layers.png
Two of the layers only.
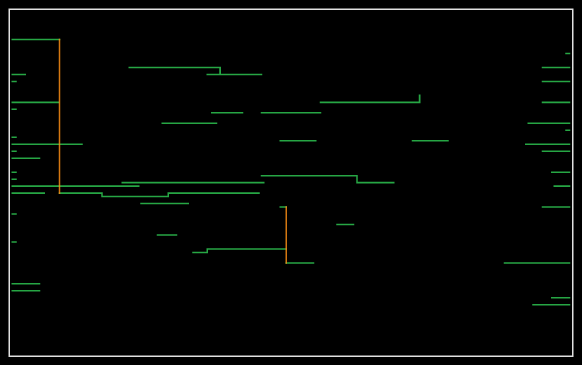
class_map.png
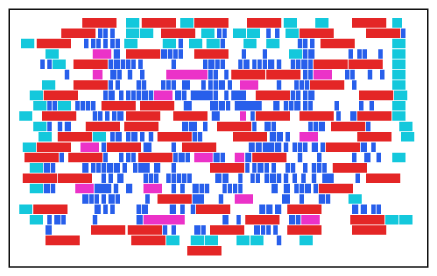
clock_wires.png
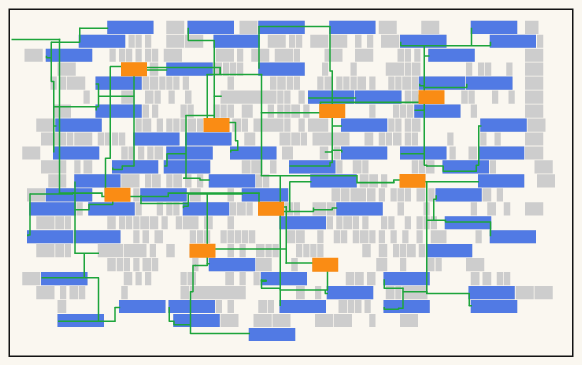
==> src/rtl/normalizer_pkg.sv <==
// normalizer_pkg
//   Shared datapath definitions for the leading-zero normalizer and the
//   blocks it is paired with.
//   - normState_e      : normalizer controller states (IDLE, SHIFT, DONE)
//   - NORM_WIDTH       : default datapath width
//   - SHIFT_CTRL_*     : shift-unit control codes, so the control unit can
//                        route the normalizer's shamt straight into the
//                        shift unit and undo a normalization.
package normalizer_pkg;

  localparam int NORM_WIDTH = 16;

  typedef enum logic [1:0] {
    ST_IDLE  = 2'b00,
    ST_SHIFT = 2'b01,
    ST_DONE  = 2'b10
  } normState_e;

  localparam logic [1:0] SHIFT_CTRL_PASS = 2'b00;
  localparam logic [1:0] SHIFT_CTRL_LEFT = 2'b01;
  localparam logic [1:0] SHIFT_CTRL_LSR  = 2'b11;

endpackage : normalizer_pkg

==> src/rtl/normalizer.sv <==
// normalizer
//   Multi-cycle leading-zero normalizer. On an accepted start the operand is
//   shifted left one bit per clock until its MSB is set (or it is found to be
//   zero); the normalized word and the shift amount are then held until the
//   next accepted start.
//
//   Ports
//     clk    in   1      clock, rising edge
//     rst    in   1      asynchronous active-high reset
//     start  in   1      request, sampled only in IDLE or DONE
//     data   in   WIDTH  operand, sampled with start
//     busy   out  1      high while shifting
//     done   out  1      one-cycle completion pulse
//     out    out  WIDTH  normalized word
//     shamt  out  CNT_W  leading-zero count (0..WIDTH), zero-extended
//     zero   out  1      operand was all zeros
module normalizer
  import normalizer_pkg::*;
#(
  parameter int WIDTH = NORM_WIDTH,
  parameter int CNT_W = 16
) (
  input  logic             clk,
  input  logic             rst,
  input  logic             start,
  input  logic [WIDTH-1:0] data,
  output logic             busy,
  output logic             done,
  output logic [WIDTH-1:0] out,
  output logic [CNT_W-1:0] shamt,
  output logic             zero
);

  normState_e       state_q, state_d;
  logic [WIDTH-1:0] work_q,  work_d;
  logic [CNT_W-1:0] cnt_q,   cnt_d;
  logic [WIDTH-1:0] out_q,   out_d;
  logic [CNT_W-1:0] shamt_q, shamt_d;
  logic             zero_q,  zero_d;

  // Register bank. Reset abandons any in-flight operation and clears the
  // held result as well, so no stale value survives a reset.
  always_ff @(posedge clk or posedge rst) begin
    if (rst) begin
      state_q <= ST_IDLE;
      work_q  <= '0;
      cnt_q   <= '0;
      out_q   <= '0;
      shamt_q <= '0;
      zero_q  <= 1'b0;
    end else begin
      state_q <= state_d;
      work_q  <= work_d;
      cnt_q   <= cnt_d;
      out_q   <= out_d;
      shamt_q <= shamt_d;
      zero_q  <= zero_d;
    end
  end

  // Next-state logic. DONE behaves like IDLE for accepting a new request,
  // which gives back-to-back operation without an idle bubble. The result
  // registers only change on the DONE entry edge.
  always_comb begin
    state_d = state_q;
    work_d  = work_q;
    cnt_d   = cnt_q;
    out_d   = out_q;
    shamt_d = shamt_q;
    zero_d  = zero_q;

    unique case (state_q)
      ST_IDLE, ST_DONE: begin
        if (start) begin
          work_d  = data;
          cnt_d   = '0;
          state_d = ST_SHIFT;
        end else begin
          state_d = ST_IDLE;
        end
      end

      ST_SHIFT: begin
        if (work_q == '0) begin
          out_d   = '0;
          shamt_d = CNT_W'(WIDTH);
          zero_d  = 1'b1;
          state_d = ST_DONE;
        end else if (work_q[WIDTH-1]) begin
          out_d   = work_q;
          shamt_d = cnt_q;
          zero_d  = 1'b0;
          state_d = ST_DONE;
        end else begin
          // The bit shifted out is known to be zero here, and the count
          // cannot pass WIDTH-1 before the MSB becomes set.
          work_d  = {work_q[WIDTH-2:0], 1'b0};
          cnt_d   = cnt_q + CNT_W'(1);
        end
      end

      default: begin
        state_d = ST_IDLE;
      end
    endcase
  end

  // Status outputs decode directly from the state register.
  always_comb begin
    busy = (state_q == ST_SHIFT);
    done = (state_q == ST_DONE);
  end

  assign out   = out_q;
  assign shamt = shamt_q;
  assign zero  = zero_q;

endmodule : normalizer

==> config.mk <==
export PLATFORM = sky130hd
export DESIGN_NAME = normalizer
export DESIGN_NICKNAME = d
export VERILOG_FILES = /design/src/rtl/normalizer_pkg.sv /design/src/rtl/normalizer.sv
export SDC_FILE = /design/constraint.sdc
export NUM_CORES = 1
export LEC_CHECK = 0
export ABC_AREA = 1
export CAP_MARGIN = 20
export CORE_ASPECT_RATIO = 0.6
export CORE_MARGIN = 2
export CORE_UTILIZATION = 46
export CTS_BUF_LIST = sky130_fd_sc_hd__clkbuf_4 sky130_fd_sc_hd__clkbuf_8
export CTS_CLUSTER_SIZE = 20
export DETAILED_ROUTE_END_ITERATION = 6
export PLACE_DENSITY_LB_ADDON = 0.2
export SETUP_SLACK_MARGIN = 0.3
export SLEW_MARGIN = 20
export SYNTH_ARGS = -nofsm -noshare
export SYNTH_HDL_FRONTEND = slang
export SYNTH_SLANG_ARGS = --single-unit
==> constraint.sdc <==
create_clock -name clk -period 6.45 [get_ports clk]
set_input_delay 1.6125 -clock clk [delete_from_list [all_inputs] [get_ports clk]]
set_output_delay 1.6125 -clock clk [all_outputs]
set_load 0.02 [all_outputs]
==> run summary <==
fresh numbers from the pnr run: crit path max-delay cell type clkdlybuf4s50_1, Initial Util 46.8%, GRT Residual Overflow 0, worst-path cell chain inv_1, nor2_2, clkdlybuf4s50_1, Setup Viol. Count Final 0, overall power 0.00164 W, CP delay by family, top buffers and inverters, row count 23, Layout area overhead 26.1%, clk slew on worst S/H paths 70 ps, Max FO, Critical Path 12, switching share of power 39.5%, Yosys top cell by instances nand2_1, largest area contributor in the netlist dfrtp_1, Die Y 67.3 um, crit path DRT 4840 ps, routed len/inst 13.3 um, layout cells sized above 1 6.77%, Hold/Removal Path Class flop to flop, Buf/Inv on CP 2, post-CTS sizing 0, peak supply drop 245 uV, Post-synth EDFFs 0, FMAX 282 MHz, largest net degree at the start of global routing 68, Post-DRT Antenna Nets 0, cell area after synthesis 0.00307 sq mm, tool warning count 26, post-CTS setup buffers 0, n_diodes 0, Pleak 1.80 nW, Vias/cell 4.94, Mapped Cells 384, Clk network pwr share 24.5%, drt drc 0, via count 2619, number of max-cap violations 0, status completed, CP peak stage delay 720 ps, Seq pwr share 38.6%, num ports 54, async set-reset flop share out of synthesis 100%, first-pass GRT wire length 11.5 mm, die width 109 um, Comb pwr share 36.9%, CTS tree yes, Worst Setup End Kind primary output, post-synth cell types 24, port buffer count 53, setup ws final 2910 ps, syn avg cell area 8.00 sq um, Area contributors post-synth dfrtp_1 (55%), nand2_1 (20%), nand3_1 (5.2%), worst endpoint data arrival time 1930 ps, final setup TNS 0 ps, final wirelength 7.04 mm, Hold Vio Cnt, Final 0, post-layout util 59.0%, Final Instance Area 0.00387 sq mm, Cell Int Power 0.000992 W, chip area 0.00737 sq mm, dpl ws 2870 ps, 1st-iter DRT viols 139, Max-slew headroom 44.2%, Post-synth regs 67, H-tree depth 3, Clock Tree Buf Depth 2, Latency at later pin 350 ps, Worst Skew 7.16 ps, RePlAce Congestion 0.807, hpwl dp 4.81 mm
Notes on layers.png above:
| color | layer | wire length |
|---|---|---|
| orange | M4 | 40.8 um |
| green | M3 | 389 um |

Notes on class_map.png above:
| color | class | cells | share of their area |
|---|---|---|---|
| magenta | clock drivers and dummy loads | 16 | 6.1% |
| blue | remaining logic cells | 306 | 35% |
| red | registers | 67 | 45% |
| cyan | remaining buffers and delay cells | 54 | 14% |

Notes on clock_wires.png above:
[blue] flip-flops | count: 67
[green] clock wires | length: 905 um
[orange] clock-net drivers | count: 9
flops lie: all over the die

metal layers:
layer  GRT usage, %  vias up  routed length (um)
met5              0        -                   0
met4           8.39        0                  40
met3           5.98        5                 389
met2           27.0       62                2870
met1           32.3     1239                3740
li1               -     1313                   -
stage by stage:
stage / hold slack (ps) / cells
after global routing: 499 / 530
after floorplan: 472 / 384
after CTS: 476 / 530
after detailed placement: 458 / 514
after global placement: 454 / 514
final: 472 / 530
cell families (layout without fill, tap and decap cells):
logic type / after synthesis / in the layout / synth area share [%]
AND-OR/OR-AND: 37 / 37 / 6.40
XOR/XNOR: 4 / 4 / 1.14
adder cells (fa/ha/maj): 1 / 1 / 0.407
buffers and inverters: 42 / 101 / 6.27
flip-flops: 67 / 67 / 54.6
AND/OR/NAND/NOR: 233 / 233 / 31.2
state kept, by name, summed over array words and instances (netlist names):
name     flops
cnt_q       16
out         16
shamt       16
state_q      2
work_q      16
zero         1
final cells by class:
class / instances / area, sq um
well taps: 87 / 109
multi-input cells: 275 / 1200
flip-flops and latches: 67 / 1680
repair buffers: 54 / 538
clock buffers: 12 / 159
inverters: 31 / 116
fillers: 616 / 2690
clock inverters: 4 / 72.6
tightest hold or removal path: stages, from the launching register on:
cell	delay [ps]
dfrtp_1	350
nand2_1	50
nand2_1	40
power groups by stage:
| stage | sequential (W) | combinational [W] | clock [W] |
|---|---|---|---|
| floorplan | 0.000680 | 0.000363 | 0 |
| detailed placement | 0.000637 | 0.000612 | 0 |
| global route | 0.000650 | 0.000683 | 0.000428 |
| global placement | 0.000634 | 0.000606 | 0 |
| finish | 0.000632 | 0.000605 | 0.000402 |
| CTS | 0.000631 | 0.000613 | 0.000413 |
layout by cell type (no fill, tap or decap), types with 2 or more instances in the layout:
cell	n
dfrtp_1	67
inv_2	4
nand2_2	4
nor2_2	2
inv_1	26
nor2_1	27
nor3_1	2
bufinv_16	2
xor2_1	4
nand2_1	163
o21ai_1	6
clkbuf_8	11
clkdlybuf4s50_1	53
nand3_1	32
o21ai_0	29
path summary, 6_finish.rpt:
| check | from | end | slack [ps] | depth (start not counted) |
|---|---|---|---|---|
| worst max-delay path | state_q[0] | busy | 2910 | 3 |
| worst min-delay path | out[1] | out[1] | 470 | 2 |
| worst max register to register | state_q[0] | shamt[5] | 3940 | 9 |
| worst min register to register | out[1] | out[1] | 470 | 2 |
| max in group asynchronous | rst | cnt_q[4] | 4070 | 3 |
| min in group asynchronous | rst | out[2] | 1830 | 3 |
Power and IR drop assume default switching activity.
